==> images/pdn.png <==
Drawn at 4 px/um. Pins as bars on the die edge.
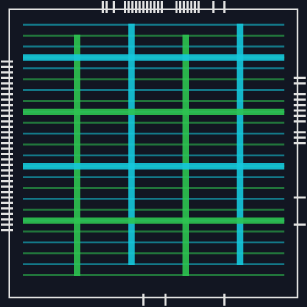
==> images/cell_classes.png <==
Drawn at 4 px/um. Fill, decap, tap and diode cells in grey.
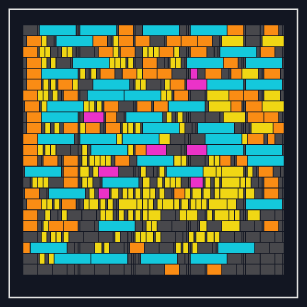
==> images/clock_map.png <==
Drawn at 8 px/um.
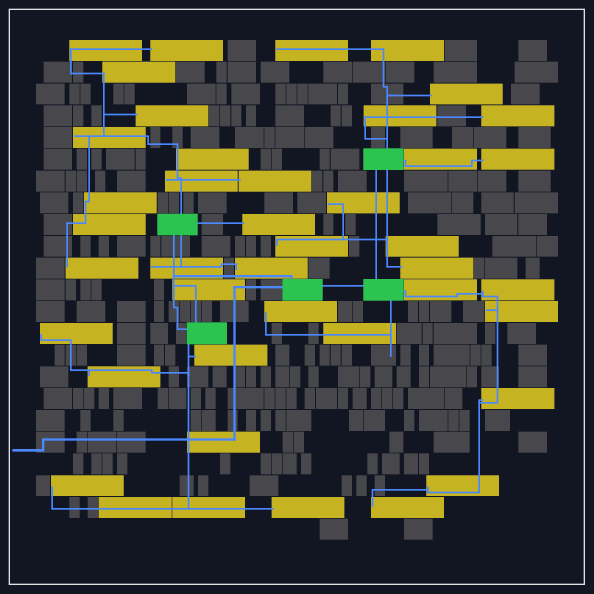
==> images/metal_stack.png <==
Drawn at 4 px/um. Only two layers are drawn.
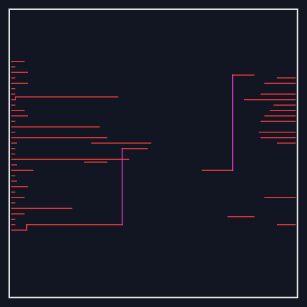
==> config.mk <==
export PLATFORM = sky130hd
export DESIGN_NAME = mem_resp
export DESIGN_NICKNAME = d
export VERILOG_FILES = /design/src/rtl/mem_resp_pkg.sv /design/src/rtl/mem_resp_wait_ctr.sv /design/src/rtl/mem_resp.sv
export SDC_FILE = /design/constraint.sdc
export NUM_CORES = 1
export LEC_CHECK = 0
export ABC_AREA = 1
export ABC_CLOCK_PERIOD_IN_PS = 2100
export CORE_MARGIN = 3
export CORE_UTILIZATION = 44
export CTS_CLUSTER_DIAMETER = 100
export DETAILED_ROUTE_END_ITERATION = 12
export HOLD_SLACK_MARGIN = 0.08
export MAX_ROUTING_LAYER = met4
export PLACE_DENSITY = 0.8
export SYNTH_ARGS = -nofsm -noshare
export SYNTH_HDL_FRONTEND = slang
export SYNTH_HIERARCHICAL = 1
export SYNTH_SLANG_ARGS = --single-unit
==> constraint.sdc <==
create_clock -name CLK -period 2.1 [get_ports CLK]
set_input_delay 0.525 -clock CLK [delete_from_list [all_inputs] [get_ports CLK]]
set_output_delay 0.525 -clock CLK [all_outputs]
set_load 0.01 [all_outputs]
==> src/rtl/mem_resp_pkg.sv <==
// Shared types and region decode for the 6502 bus responder.
package mem_pkg;

   localparam int WAIT_W = 4;

   typedef enum logic [1:0] {
      IDLE,
      WAIT,
      ACCESS,
      DONE
   } state_t;

   // IO page wins over zero page, so IO_PAGE=8'h00 turns page 0 into IO.
   function automatic logic [WAIT_W-1:0] page_wait(
      input logic [7:0]        page,
      input logic [WAIT_W-1:0] zp_wait,
      input logic [WAIT_W-1:0] mem_wait,
      input logic [7:0]        io_page,
      input logic [WAIT_W-1:0] io_wait
   );
      if (page == io_page)
         return io_wait;
      else if (page == 8'h00)
         return zp_wait;
      else
         return mem_wait;
   endfunction

endpackage

==> src/rtl/mem_resp_wait_ctr.sv <==
// Loadable down-counter with zero flag used to time bus wait states.
module mem_wait_ctr
   import mem_pkg::*;
(
   input  logic              clk,
   input  logic              rst_n,
   input  logic              load,
   input  logic [WAIT_W-1:0] load_val,
   input  logic              dec,
   output logic [WAIT_W-1:0] count,
   output logic              zero
);

   always_ff @(posedge clk or negedge rst_n) begin
      if (!rst_n)
         count <= '0;
      else if (load)
         count <= load_val;
      else if (dec)
         count <= count - 1'b1;
   end

   assign zero = (count == '0);

endmodule

==> src/rtl/mem_resp.sv <==
// CPU bus responder: region-dependent wait states in front of a sync SRAM.
module mem_resp
   import mem_pkg::*;
#(
   parameter logic [WAIT_W-1:0] ZP_WAIT  = 4'd0,
   parameter logic [WAIT_W-1:0] MEM_WAIT = 4'd2,
   parameter logic [7:0]        IO_PAGE  = 8'hD0,
   parameter logic [WAIT_W-1:0] IO_WAIT  = 4'd3
) (
   input  logic        CLK,
   input  logic        nRES,
   input  logic        VLD,
   input  logic        RW,
   input  logic [15:0] A,
   input  logic [7:0]  DO,
   output logic [7:0]  DI,
   output logic        RDY,
   output logic [15:0] M_A,
   output logic        M_RE,
   output logic        M_WE,
   output logic [7:0]  M_WD,
   input  logic [7:0]  M_RD
);

   state_t            state;
   logic              rw_q;
   logic [15:0]       a_q;
   logic [7:0]        do_q;
   logic [7:0]        di_q;
   logic              rdy_q;
   logic              re_q;
   logic              we_q;
   logic [WAIT_W-1:0] req_wait;
   logic [WAIT_W-1:0] count;
   logic              zero;
   logic              accept;

   always_comb begin
      req_wait = page_wait(A[15:8], ZP_WAIT, MEM_WAIT, IO_PAGE, IO_WAIT);
      accept   = (state == IDLE) && VLD;
   end

   mem_wait_ctr u_wait_ctr (
      .clk      (CLK),
      .rst_n    (nRES),
      .load     (accept),
      .load_val (req_wait),
      .dec      ((state == WAIT) && !zero),
      .count    (count),
      .zero     (zero)
   );

   // Strobes are registered on entry to ACCESS/DONE so they mirror the state exactly.
   always_ff @(posedge CLK or negedge nRES) begin
      if (!nRES) begin
         state <= IDLE;
         rw_q  <= 1'b0;
         a_q   <= '0;
         do_q  <= '0;
         di_q  <= '0;
         rdy_q <= 1'b0;
         re_q  <= 1'b0;
         we_q  <= 1'b0;
      end else begin
         case (state)
            IDLE: begin
               if (VLD) begin
                  rw_q <= RW;
                  a_q  <= A;
                  do_q <= DO;
                  if (req_wait == '0) begin
                     state <= ACCESS;
                     re_q  <= RW;
                     we_q  <= !RW;
                  end else begin
                     state <= WAIT;
                  end
               end
            end
            WAIT: begin
               if (count == WAIT_W'(1)) begin
                  state <= ACCESS;
                  re_q  <= rw_q;
                  we_q  <= !rw_q;
               end
            end
            ACCESS: begin
               state <= DONE;
               re_q  <= 1'b0;
               we_q  <= 1'b0;
               rdy_q <= 1'b1;
            end
            DONE: begin
               state <= IDLE;
               rdy_q <= 1'b0;
               if (rw_q)
                  di_q <= M_RD;
            end
            default: state <= IDLE;
         endcase
      end
   end

   assign RDY  = rdy_q;
   assign M_RE = re_q;
   assign M_WE = we_q;
   assign M_A  = a_q;
   assign M_WD = do_q;
   assign DI   = ((state == DONE) && rw_q) ? M_RD : di_q;

endmodule
==> reports/results.tsv <==
stage	metric	value	unit
cts	postCtsHoldBufs	0	
critical_path	crit_cells	5	
placement	port_buffers	70	
detailed_routing	drc_errors	0	
detailed_routing	routed.top_layer	met4	
pwr	p_clk_share	12.4	%
logic_synthesis	synth_cell_types	24	
timing	min_period	2.08	ns
pwr	power.total	0.00412	W
final_layout	fin_nets	341	
final_layout	comb_share	27.8	%
logic_synthesis	async_reset_ff_share	100	%
cts	cts_tree	built	
detailed_routing	wl_met3	332	um
placement	dp_cells	339	
outcome	outcome	completed	
cts	root_buffer	clkbuf_8	
global_routing	grtUsageMet3	6.17	%
flow_run	warnings	32	
logic_synthesis	top_cells_by_area	dfrtp_1 55%, nand2_1 19%, mux2_2 4.7%	
final_layout	layout-drive-gt1-share	15.7	%
timing	drv_slew	0	
-- pdn.png (at the start) --
legend:
  cyan:
    net: VDD
  green:
    net: VSS
signal pins: 71
met4 straps: 4
met1 rails: 24
met5 straps: 4

-- cell_classes.png (at the start) --
legend:
  magenta:
    class: clock drivers and dummy loads
    cells: 8
  cyan:
    class: flip-flops
    cells: 42
  yellow:
    class: all other logic
    cells: 171
  orange:
    class: other buffers and delay cells
    cells: 79

-- clock_map.png (at the start) --
legend:
  blue:
    item: clock wires
    length: 501 um
  green:
    item: cells driving clock nets
    count: 5
  yellow:
    item: flip-flops
    count: 42
flops lie: widely spread
routed clock nets: 6

-- metal_stack.png (at the start) --
legend:
  magenta:
    layer: met4
    wire_length: 42.8 um
  red:
    layer: met3
    wire_length: 332 um

## cell families (layout without fill, tap and decap cells)
family / Yosys count / in the layout / share of synthesized area (%)
xor gates and xnor gates: 1 / 1 / 0.461
muxes: 8 / 8 / 4.74
buffers and inverters: 22 / 105 / 5.27
DFF: 42 / 42 / 55.3
and+or+nand+nor: 126 / 126 / 26.9
adders and majority gates: 6 / 6 / 3.95
AOI/OAI and AO/OA: 10 / 10 / 3.10
other: 1 / 2 / 0.197
## state kept, by name, summed over array words and instances (netlist names)
| signal | cells |
|---|---|
| state | 2 |
| M_A | 16 |
| di_q | 8 |
| rw_q | 1 |
| u_wait_ctr/count | 4 |
| M_WD | 8 |
| M_WE | 1 |
| M_RE | 1 |
| RDY | 1 |
No activity file was given, so power comes from the tool's default toggle rates.
